File: src/rtl/opb_slave_pkg.sv
// Shared types and helpers for the OPB software-register slaves.
package opb_slave_pkg;

    // Transfer sequencing: accept, acknowledge, then one dead cycle.
    typedef enum logic [1:0] {
        StIdle,
        StAck,
        StHold
    } ack_state_e;

    // Word indices within the slave window.
    localparam logic [5:0] DataWord = 6'd0;
    localparam logic [5:0] WcntWord = 6'd1;

    // OPB numbers bit 0 as the MSB; the user side numbers bit 31 as the MSB.
    function automatic logic [31:0] opb_to_user(input logic [0:31] v);
        logic [31:0] r;
        for (int i = 0; i < 32; i++) begin
            r[31-i] = v[i];
        end
        return r;
    endfunction

endpackage

File: src/rtl/opb_slave_ack_fsm.sv
// Address decode, IDLE/ACK/HOLD sequencing and latched transfer fields for an OPB slave.
module opb_slave_ack_fsm
    import opb_slave_pkg::*;
#(
    parameter logic [31:0] BaseAddr = 32'h0100_4200,
    parameter logic [31:0] HighAddr = 32'h0100_42FF
) (
    input  logic        clk_i,
    input  logic        rst_i,
    input  logic        select_i,
    input  logic [0:31] abus_i,
    input  logic        rnw_i,
    input  logic [0:3]  be_i,
    input  logic [0:31] dbus_i,
    output logic        ack_o,
    output logic [5:0]  offset_o,
    output logic        rnw_o,
    output logic [0:3]  be_o,
    output logic [0:31] dbus_o
);

    ack_state_e  state_q, state_d;
    logic [5:0]  offset_q, offset_d;
    logic        rnw_q, rnw_d;
    logic [0:3]  be_q, be_d;
    logic [0:31] dbus_q, dbus_d;
    logic        hit;

    assign hit = select_i && (abus_i >= BaseAddr) && (abus_i <= HighAddr);

    // Next state and transfer-field capture.
    always_comb begin
        state_d  = state_q;
        offset_d = offset_q;
        rnw_d    = rnw_q;
        be_d     = be_q;
        dbus_d   = dbus_q;
        unique case (state_q)
            StIdle: begin
                if (hit) begin
                    offset_d = abus_i[24:29];
                    rnw_d    = rnw_i;
                    be_d     = be_i;
                    dbus_d   = dbus_i;
                    state_d  = StAck;
                end
            end
            StAck:   state_d = StHold;
            // Dead cycle so a select still held from the last beat cannot re-ack it.
            StHold:  state_d = StIdle;
            default: state_d = StIdle;
        endcase
    end

    // State and latched-field registers with synchronous reset.
    always_ff @(posedge clk_i) begin
        if (rst_i) begin
            state_q  <= StIdle;
            offset_q <= '0;
            rnw_q    <= 1'b0;
            be_q     <= '0;
            dbus_q   <= '0;
        end else begin
            state_q  <= state_d;
            offset_q <= offset_d;
            rnw_q    <= rnw_d;
            be_q     <= be_d;
            dbus_q   <= dbus_d;
        end
    end

    // Reset overrides a pending ack so nothing is acknowledged that will not commit.
    assign ack_o    = (state_q == StAck) && !rst_i;
    assign offset_o = offset_q;
    assign rnw_o    = rnw_q;
    assign be_o     = be_q;
    assign dbus_o   = dbus_q;

endmodule

File: src/rtl/opb_register_ppc2simulink.sv
// PPC-to-fabric software register: byte-writable data word plus a write-counter word.
module opb_register_ppc2simulink
    import opb_slave_pkg::*;
#(
    parameter logic [31:0] C_BASEADDR   = 32'h0100_4200,
    parameter logic [31:0] C_HIGHADDR   = 32'h0100_42FF,
    parameter int unsigned C_OPB_AWIDTH = 32,
    parameter int unsigned C_OPB_DWIDTH = 32,
    parameter string       C_FAMILY     = "virtex5",
    parameter logic [31:0] C_INIT_VALUE = 32'h0000_0000
) (
    input  logic                    OPB_Clk,
    input  logic                    OPB_Rst,
    output logic [0:C_OPB_DWIDTH-1] Sl_DBus,
    output logic                    Sl_errAck,
    output logic                    Sl_retry,
    output logic                    Sl_toutSup,
    output logic                    Sl_xferAck,
    input  logic [0:C_OPB_AWIDTH-1] OPB_ABus,
    input  logic [0:3]              OPB_BE,
    input  logic [0:C_OPB_DWIDTH-1] OPB_DBus,
    input  logic                    OPB_RNW,
    input  logic                    OPB_select,
    input  logic                    OPB_seqAddr,
    output logic [31:0]             user_data_out,
    output logic                    user_data_valid
);

    logic        ack;
    logic [5:0]  offset;
    logic        rnw;
    logic [0:3]  be;
    logic [0:31] wdata;

    logic [0:31] data_q, data_d;
    logic [31:0] cnt_q, cnt_d;
    logic        valid_q, valid_d;
    logic        unused_seq_addr;

    // Every beat is a single transfer, so the burst hint carries no information.
    assign unused_seq_addr = OPB_seqAddr;

    opb_slave_ack_fsm #(
        .BaseAddr (C_BASEADDR),
        .HighAddr (C_HIGHADDR)
    ) u_ack_fsm (
        .clk_i    (OPB_Clk),
        .rst_i    (OPB_Rst),
        .select_i (OPB_select),
        .abus_i   (OPB_ABus),
        .rnw_i    (OPB_RNW),
        .be_i     (OPB_BE),
        .dbus_i   (OPB_DBus),
        .ack_o    (ack),
        .offset_o (offset),
        .rnw_o    (rnw),
        .be_o     (be),
        .dbus_o   (wdata)
    );

    // Write commit: byte merge into the data word, counter bump or clear.
    always_comb begin
        data_d  = data_q;
        cnt_d   = cnt_q;
        valid_d = 1'b0;
        if (ack && !rnw) begin
            if (offset == DataWord) begin
                for (int b = 0; b < 4; b++) begin
                    if (be[b]) begin
                        data_d[8*b +: 8] = wdata[8*b +: 8];
                    end
                end
                cnt_d   = cnt_q + 32'd1;
                valid_d = 1'b1;
            end else if (offset == WcntWord) begin
                cnt_d = '0;
            end
        end
    end

    // Register file with synchronous reset; reset also blocks a commit in flight.
    always_ff @(posedge OPB_Clk) begin
        if (OPB_Rst) begin
            data_q  <= C_INIT_VALUE;
            cnt_q   <= '0;
            valid_q <= 1'b0;
        end else begin
            data_q  <= data_d;
            cnt_q   <= cnt_d;
            valid_q <= valid_d;
        end
    end

    // Read mux; bus is driven to zero outside the ack cycle for the OR-bus.
    always_comb begin
        Sl_DBus = '0;
        if (ack && rnw) begin
            if (offset == DataWord) begin
                Sl_DBus = data_q;
            end else if (offset == WcntWord) begin
                Sl_DBus = cnt_q;
            end
        end
    end

    assign Sl_xferAck      = ack;
    assign Sl_errAck       = 1'b0;
    assign Sl_retry        = 1'b0;
    assign Sl_toutSup      = 1'b0;
    assign user_data_out   = opb_to_user(data_q);
    assign user_data_valid = valid_q;

endmodule

File: config.mk
export PLATFORM = sky130hd
export DESIGN_NAME = opb_register_ppc2simulink
export DESIGN_NICKNAME = d
export VERILOG_FILES = /design/src/rtl/opb_slave_pkg.sv /design/src/rtl/opb_slave_ack_fsm.sv /design/src/rtl/opb_register_ppc2simulink.sv
export SDC_FILE = /design/constraint.sdc
export NUM_CORES = 1
export LEC_CHECK = 0
export ABC_AREA = 1
export CAP_MARGIN = 10
export CELL_PAD_IN_SITES_DETAIL_PLACEMENT = 1
export CELL_PAD_IN_SITES_GLOBAL_PLACEMENT = 1
export CORE_UTILIZATION = 34
export CTS_CLUSTER_SIZE = 8
export DETAILED_ROUTE_END_ITERATION = 6
export PLACE_DENSITY_LB_ADDON = 0.1
export SETUP_SLACK_MARGIN = 0.5
export SLEW_MARGIN = 20
export SYNTH_ARGS = -nofsm -noshare
export SYNTH_HDL_FRONTEND = slang
export SYNTH_HIERARCHICAL = 1
export SYNTH_SLANG_ARGS = --single-unit
File: constraint.sdc
create_clock -name OPB_Clk -period 2.35 [get_ports OPB_Clk]
set_input_delay 0.5875 -clock OPB_Clk [delete_from_list [all_inputs] [get_ports OPB_Clk]]
set_output_delay 0.5875 -clock OPB_Clk [all_outputs]
set_load 0.02 [all_outputs]
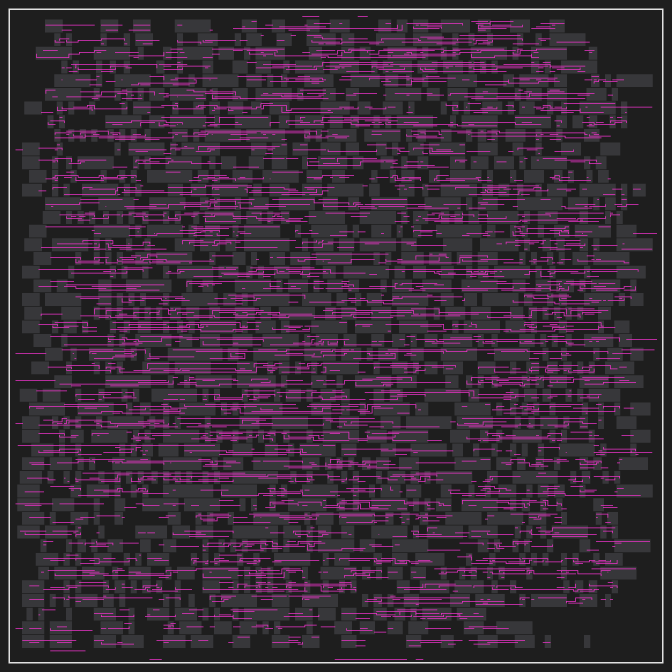
**Above:** signal wires on met1.
- main direction: horizontal
- nets with wire on the layer: 1057
- wire length on this layer: 9470 um
- share of all routed wire: 42%
- longest straight run: 50.1 um
Global Route met1 Usage: 29.0%
via count: 6296

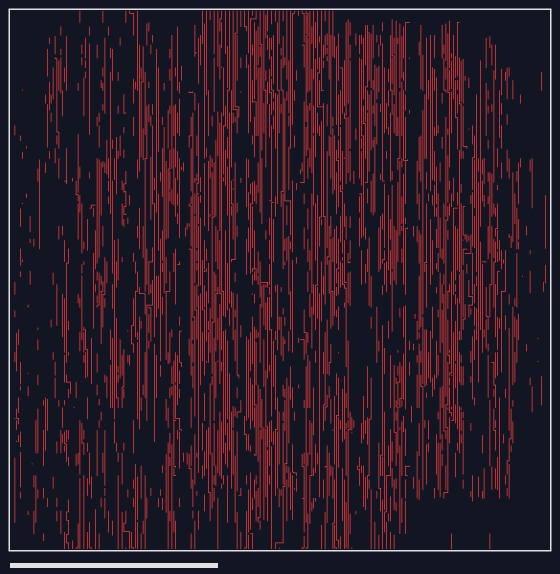
**Above:** M2 wires.
The bar under the picture is 50 um long.
- nets with wire on the layer: 983
- main direction: vertical
- longest straight run: 49.0 um
- share of all routed wire: 53%
- wire length on this layer: 11800 um
met2 Resource Use GR: 40.7%
final WL: 22400 um

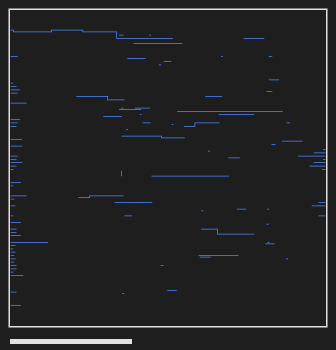
**Above:** the metal 3 layer.
The bar under the picture is 50 um long.
- nets with wire on the layer: 74
- longest straight run: 43.0 um
- share of all routed wire: 2.5%
M3 GR Usage: 4.17%

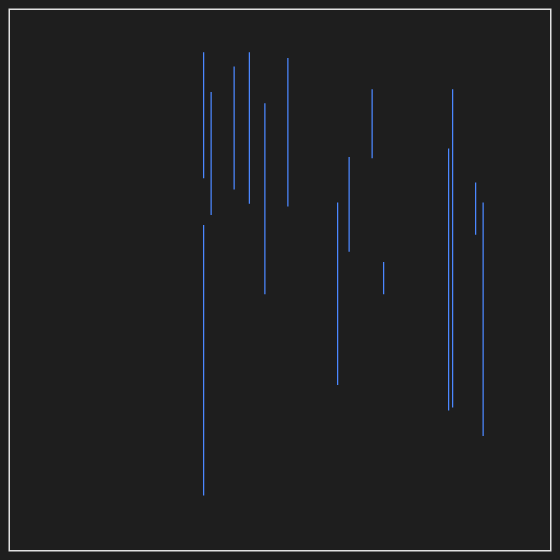
**Above:** M4 wires.
- wire length on this layer: 566 um
- main direction: vertical
- longest straight run: 76.2 um
- nets with wire on the layer: 12
- share of all routed wire: 2.5%

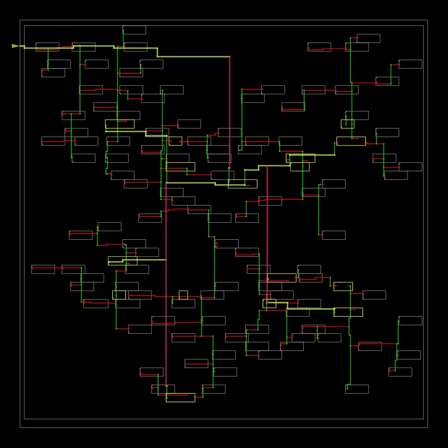
**Above:** clock wiring as the flow saved it.
clk pwr: 0.00161 W
clk_lat worst skew: 380 ps

==> CHANGELOG.md <==
### Changed

* Comb. pwr at 0.000231 W
* Die width at ~130 um
* XOR/XNOR Area Share at 0.158%
* Final routed DRC violation total at 0
* Worst Tran Pin Value at between 500 and 600 ps
* Initial DRT Pass Iterations at 4
* Crit path max fanout at 16
* CP Capture Type: primary output
* Finished Layout Cells at approximately 1300
* Routed length per instance at approximately 17 um
* VDD IR max at between 0.0003 and 0.0004 V
* Via density at between 4 and 5
* Mapped Cells at 869
* Setup violators final at 7
* H-tree levels at 3
* M1 wire length at ~9500 um
* Post-Syn Area per Cell at around 6.4 sq um
* Worst setup SP type: flip-flop
* GR Util All Layers at a little under a quarter
* Clock buffer depth at 2
* Max-Cap Viols at 0
* Clk_buf instances at 9
* Core Box Area at roughly 0.016 sq mm
* Setup crit end: Sl_DBus[27]
* Hold_buf cts at 0
* Worst reg2reg endpoint: cnt_q[8]
* Post-synth EDFFs at 0
* Final Cell Area at ~0.0093 sq mm
* Met2 routed WL at 11800 um
* Worst r2r path cells at 16
* Root buf cell: clkbuf_16
* Most frequent cells after synthesis: nand2_1 (234), nor2_1 (208), dfxtp_1 (110)
* Reg area at roughly 0.0022 sq mm
* Cell total in the yosys stat output at between 800 and 900
* Yosys top cell by area: dfxtp_1
* Count of non-CTS inverters in the layout at 100
* Worst-path clk slew at approximately 80 ps
* Top logic family: simple AND/OR/NAND/NOR gates
* Final core utilization at between 50% and 60%
* Adder Share, Synth at less than 1%
* Dominant flop cell: dfxtp_1
* Min Tclk post-route at approximately 2400 ps
* Final hold viol count at 0
* Critical Path AT at about 1800 ps
* CP cell instances: nor2_1, nand2_2, inv_2, nand2_4, clkinv_4, buf_12, nand2_1, a21oi_4, buf_4
* Fraction of area in registers at about a quarter
* Num rows at around 46
* Non-clk buf share at 24.4%
* Cells after DPL at around 1200
* Pwr Density at between 300 and 400 mW/mm^2
* Seq power at about 0.0019 W
* Registers at ~110
* Flops after synth at 110
* Placed cell area at just under 0.008 sq mm
* Worst hold path type: in2reg
* Worst setup margin at -30.9 ps
* Levels on crit path at 9
* Final worst-path cycle share at 101%
* Internal Power at between 0.002 and 0.003 W
* Fmax at about 420 MHz
* Buffers & Inverters on Critical Path at 4
* Status: finished with violations
* Comb area share at 41.0%
* N_diodes at 0
* Number of top-level pins at between 100 and 150
* Clock skew at approximately 16 ps
* Resize count post-CTS at about 270
* # fillers at slightly below 2000
* Post-route total power at 0.00370 W
* CTS sink cnt at roughly 110
* Clock power share at between 40% and 50%
* Synth top cell by count: nand2_1
* Top cell class by occupied area: combinational gates
* Chip height at around 130 um
* Synth unique cells at 41
* Biggest area cells: dfxtp_1 (40%), nand2_1 (16%), nor2_1 (14%)
* Max stage delay on crit path at around 330 ps
* Yosys chip area at about 0.0055 sq mm
* Top Consumer: registers
* Uppermost layer routed: met4
* Synth top area share at between 30% and 40%
* Dominant logic cell type in the layout: nand2_1
* Tool warnings at 30
* Final TNS setup at -102 ps
* Sequential area share after synthesis at a little under 40%
* Leak pwr at between 4 and 5 nW
* Dominant logic cell types in the final layout: nand2_1 (204), nor2_1 (172), dfxtp_1 (108)
* Required time of the critical path at between 1500 and 2000 ps
* Setup Buffers After CTS at 16
* I/O Buffers at roughly 140
* RSZ-0062 raised after global routing: true
* Violated checks: negative setup slack
Power is estimated from default activity; no workload was simulated.
